`config.mk`:
```
export PLATFORM = sky130hd
export DESIGN_NAME = sext_compress_serializer
export DESIGN_NICKNAME = d
export VERILOG_FILES = /design/src/rtl/sext_pkg.sv /design/src/rtl/sat_counter.sv /design/src/rtl/sext_compress_serializer.sv
export SDC_FILE = /design/constraint.sdc
export NUM_CORES = 1
export LEC_CHECK = 0
export CAP_MARGIN = 20
export CORE_MARGIN = 2
export CORE_UTILIZATION = 48
export DETAILED_ROUTE_END_ITERATION = 7
export PLACE_DENSITY = 0.85
export SETUP_SLACK_MARGIN = 0.3
export SLEW_MARGIN = 10
export SYNTH_ARGS = -nofsm -noshare
export SYNTH_HDL_FRONTEND = slang
export SYNTH_SLANG_ARGS = --single-unit
```
`constraint.sdc`:
```
create_clock -name clk -period 4.05 [get_ports clk]
set_input_delay 0.81 -clock clk [delete_from_list [all_inputs] [get_ports clk]]
set_output_delay 0.81 -clock clk [all_outputs]
set_load 0.1 [all_outputs]
```
`src/rtl/sext_pkg.sv`:
```
`default_nettype none
// ============================================================================
// Module   : sext_pkg
// Purpose  : Shared definitions for the sign-extension compressing serializer:
//            word/half widths, serializer state encoding and the
//            "is this word a 16->32 sign extension" test.
// Ports    : none (package)
// Revision : 1.0 - initial release
// ============================================================================
package sext_pkg;

  localparam int WORD_W = 32;
  localparam int HALF_W = 16;

  typedef enum logic [1:0] {
    IDLE     = 2'd0,
    SEND_EXT = 2'd1,
    SEND_HI  = 2'd2,
    SEND_LO  = 2'd3
  } state_t;

  // A word is compressible when bits [31:15] are all equal: the upper half is
  // then fully determined by bit 15 of the lower half.
  function automatic logic is_sext16(input logic [WORD_W-1:0] word);
    return (word[WORD_W-1:HALF_W-1] == '0) || (word[WORD_W-1:HALF_W-1] == '1);
  endfunction

endpackage
`default_nettype wire

```
`src/rtl/sat_counter.sv`:
```
`default_nettype none
// ============================================================================
// Module   : sat_counter
// Purpose  : Event counter that sticks at all-ones instead of wrapping.
// Ports    : clk      - clock, rising edge
//            i_clear  - synchronous clear (highest priority)
//            i_inc    - count one event this cycle
//            o_count  - current count
// Revision : 1.0 - initial release
// ============================================================================
module sat_counter #(
  parameter int CNT_W = 16
) (
  input  logic             clk,
  input  logic             i_clear,
  input  logic             i_inc,
  output logic [CNT_W-1:0] o_count
);

  logic [CNT_W-1:0] r_count;

  always_ff @(posedge clk) begin
    if (i_clear) begin
      r_count <= '0;
    end else if (i_inc && (r_count != {CNT_W{1'b1}})) begin
      r_count <= r_count + CNT_W'(1);
    end
  end

  assign o_count = r_count;

endmodule
`default_nettype wire

```
`src/rtl/sext_compress_serializer.sv`:
```
`default_nettype none
// ============================================================================
// Module   : sext_compress_serializer
// Purpose  : Serializes 32-bit words onto a 16-bit stream. A word that is the
//            sign extension of its low half is sent as one tagged beat
//            (out_ext=1); any other word is sent as two raw beats, high half
//            first. Optional feature macro: SEXT_COMPRESS_EN (undefined: every
//            word takes two beats, out_ext and cnt_comp stay 0).
// Ports    : clk        - clock, rising edge
//            rst_n      - synchronous active-low reset
//            in_valid   - producer presents in_data
//            in_ready   - block accepts in_data this cycle
//            in_data    - 32-bit word to serialize
//            out_valid  - out_data/out_ext/out_last valid
//            out_ready  - consumer accepts the current beat
//            out_data   - 16-bit beat payload
//            out_ext    - beat is a compressed word (sign-extend to rebuild)
//            out_last   - final beat of the current word
//            cnt_words  - words accepted since reset (saturating)
//            cnt_comp   - words sent compressed since reset (saturating)
// Revision : 1.0 - initial release
// ============================================================================
module sext_compress_serializer
  import sext_pkg::*;
#(
  parameter int CNT_W = 16
) (
  input  logic              clk,
  input  logic              rst_n,
  input  logic              in_valid,
  output logic              in_ready,
  input  logic [WORD_W-1:0] in_data,
  output logic              out_valid,
  input  logic              out_ready,
  output logic [HALF_W-1:0] out_data,
  output logic              out_ext,
  output logic              out_last,
  output logic [CNT_W-1:0]  cnt_words,
  output logic [CNT_W-1:0]  cnt_comp
);

  state_t            r_state;
  logic [HALF_W-1:0] r_hold;
  logic              r_out_valid;
  logic [HALF_W-1:0] r_out_data;
  logic              r_out_ext;
  logic              r_out_last;

  logic              w_in_ready;
  logic              w_accept;
  logic              w_comp;

`ifdef SEXT_COMPRESS_EN
  assign w_comp = is_sext16(in_data);
`else
  assign w_comp = 1'b0;
`endif

  // A final beat (EXT or LO) frees the output register in the same cycle it
  // is consumed, so a new word can be taken without a bubble.
  always_comb begin
    w_in_ready = 1'b0;
    case (r_state)
      IDLE:     w_in_ready = 1'b1;
      SEND_EXT: w_in_ready = out_ready;
      SEND_HI:  w_in_ready = 1'b0;
      SEND_LO:  w_in_ready = out_ready;
      default:  w_in_ready = 1'b0;
    endcase
  end

  assign w_accept = in_valid & w_in_ready;

  always_ff @(posedge clk) begin
    if (!rst_n) begin
      r_state     <= IDLE;
      r_hold      <= '0;
      r_out_valid <= 1'b0;
      r_out_data  <= '0;
      r_out_ext   <= 1'b0;
      r_out_last  <= 1'b0;
    end else begin
      case (r_state)
        IDLE: begin
          r_out_valid <= 1'b0;
        end
        SEND_EXT, SEND_LO: begin
          if (out_ready) begin
            r_state     <= IDLE;
            r_out_valid <= 1'b0;
          end
        end
        SEND_HI: begin
          if (out_ready) begin
            r_state    <= SEND_LO;
            r_out_data <= r_hold;
            r_out_ext  <= 1'b0;
            r_out_last <= 1'b1;
          end
        end
        default: begin
          r_state     <= IDLE;
          r_out_valid <= 1'b0;
        end
      endcase

      // Accepting a word overrides the transitions above; acceptance is only
      // possible in IDLE or while a final beat is being consumed.
      if (w_accept) begin
        r_hold      <= in_data[HALF_W-1:0];
        r_out_valid <= 1'b1;
        if (w_comp) begin
          r_state    <= SEND_EXT;
          r_out_data <= in_data[HALF_W-1:0];
          r_out_ext  <= 1'b1;
          r_out_last <= 1'b1;
        end else begin
          r_state    <= SEND_HI;
          r_out_data <= in_data[WORD_W-1:HALF_W];
          r_out_ext  <= 1'b0;
          r_out_last <= 1'b0;
        end
      end
    end
  end

  assign in_ready  = w_in_ready;
  assign out_valid = r_out_valid;
  assign out_data  = r_out_data;
  assign out_ext   = r_out_ext;
  assign out_last  = r_out_last;

  sat_counter #(.CNT_W(CNT_W)) u_cnt_words (
    .clk     (clk),
    .i_clear (~rst_n),
    .i_inc   (w_accept),
    .o_count (cnt_words)
  );

`ifdef SEXT_COMPRESS_EN
  sat_counter #(.CNT_W(CNT_W)) u_cnt_comp (
    .clk     (clk),
    .i_clear (~rst_n),
    .i_inc   (w_accept & w_comp),
    .o_count (cnt_comp)
  );
`else
  assign cnt_comp = '0;
`endif

endmodule
`default_nettype wire

```
Met1 routing:
Drawn at 8 px/µm. Supply wires on this layer in gray. Cells faint in the background.
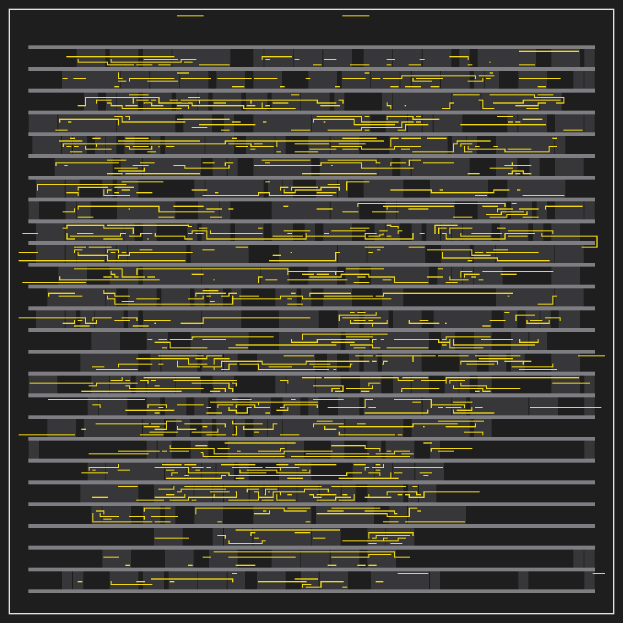
wire length on this layer: 2530 µm
longest straight run: 22.5 µm
nets with wire on the layer: 330
main direction: horizontal
grt met1 use: 0.267
via count: 2167
total wire length: 5690 µm

Port wiring:
Drawn at 4 px/µm.
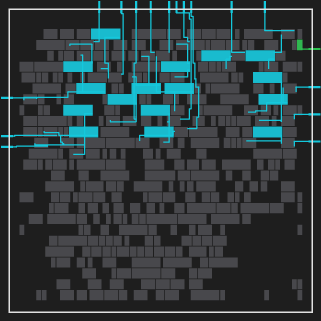
| port | color | direction | edge | end cells | buffers | wire |
|---|---|---|---|---|---|---|
| out_ext | green | output | right | 1 | 0 | 2.20 µm |
| out_data | cyan | output | 10 top, 3 right, 3 left | 16 | 16 | 467 µm |
PortBufs: 70
I/O pin total: 88

==> results.yml <==
# generated from flow reports
pwr:
  power_frac_seq: 0.455
  combPwrFrac: 0.302
  p_seq_mw: 0.559
  p_leak_nw: 1.24
cts:
  cts_buffers: 5
  cts_tree: "yes"
  clock-sinks: 52
place:
  place_inst: 406
  dpl.hpwl_um: 3990
logic_synthesis:
  ys_area_um2: 2440
  top_cell: "dfxtp_1"
  mux_area_frac: 0.0901
  yosysTopAreaCell: "dfxtp_1"
cells_and_area:
  clock_buffers: 6
  seq_cells: 52
  num_antenna_cells: 0
  n_fill_cell: 428
  area_growth_pct: 30.9
  final_cell_mix: "69 x clkdlybuf4s50_1, 52 x dfxtp_1, 46 x nand2_1"
  drive_gt1_frac: 0.0490
  fin_nets: 383
timing:
  rsz0062_at_grt: "no"
  min_period_over_period: 0.698
  skew_ns: 0.00711
  slew_headroom: 0.325
global_routing:
  grt_antenna_before_repair: 0
  first_global_vias: 1933
  grt-ovfl-total: 0
critical_path:
  worst-r2r-setup-slack_ns: 1.84
  path_buffers: 1
  start_kind: "flop"
  r2r-start: "u_cnt_words.o_count[1]"
  cp.required_ns: 3.24
status:
  outcome: "complete, no violations"
detailed_routing:
  drt_iter0_markers: 121
  wl_per_cell_um: 13.7
  vias_per_cell: 5.23
  wl_met3_um: 295
job:
  warning_count: 26
Local utilization:
Drawn at 4 px/µm. 8 x 8 tiles, from dark blue (low) to red (high), 0 to 100% covered.
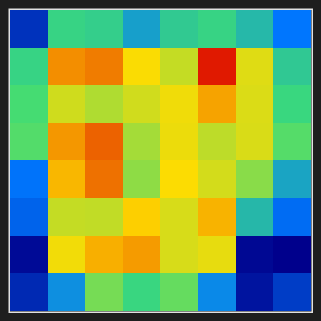
tiles over 75% full: 19%
densest ninth of the die: center
nearly empty tiles: 3.1%
mean over tiles: 55%
emptiest ninth of the die: lower right
fullest tile: 97%
Core Util, Final: 0.664
Floorplan Utilization: 0.508
Core Box Area: 4820 µm²

Power and IR drop assume default switching activity.
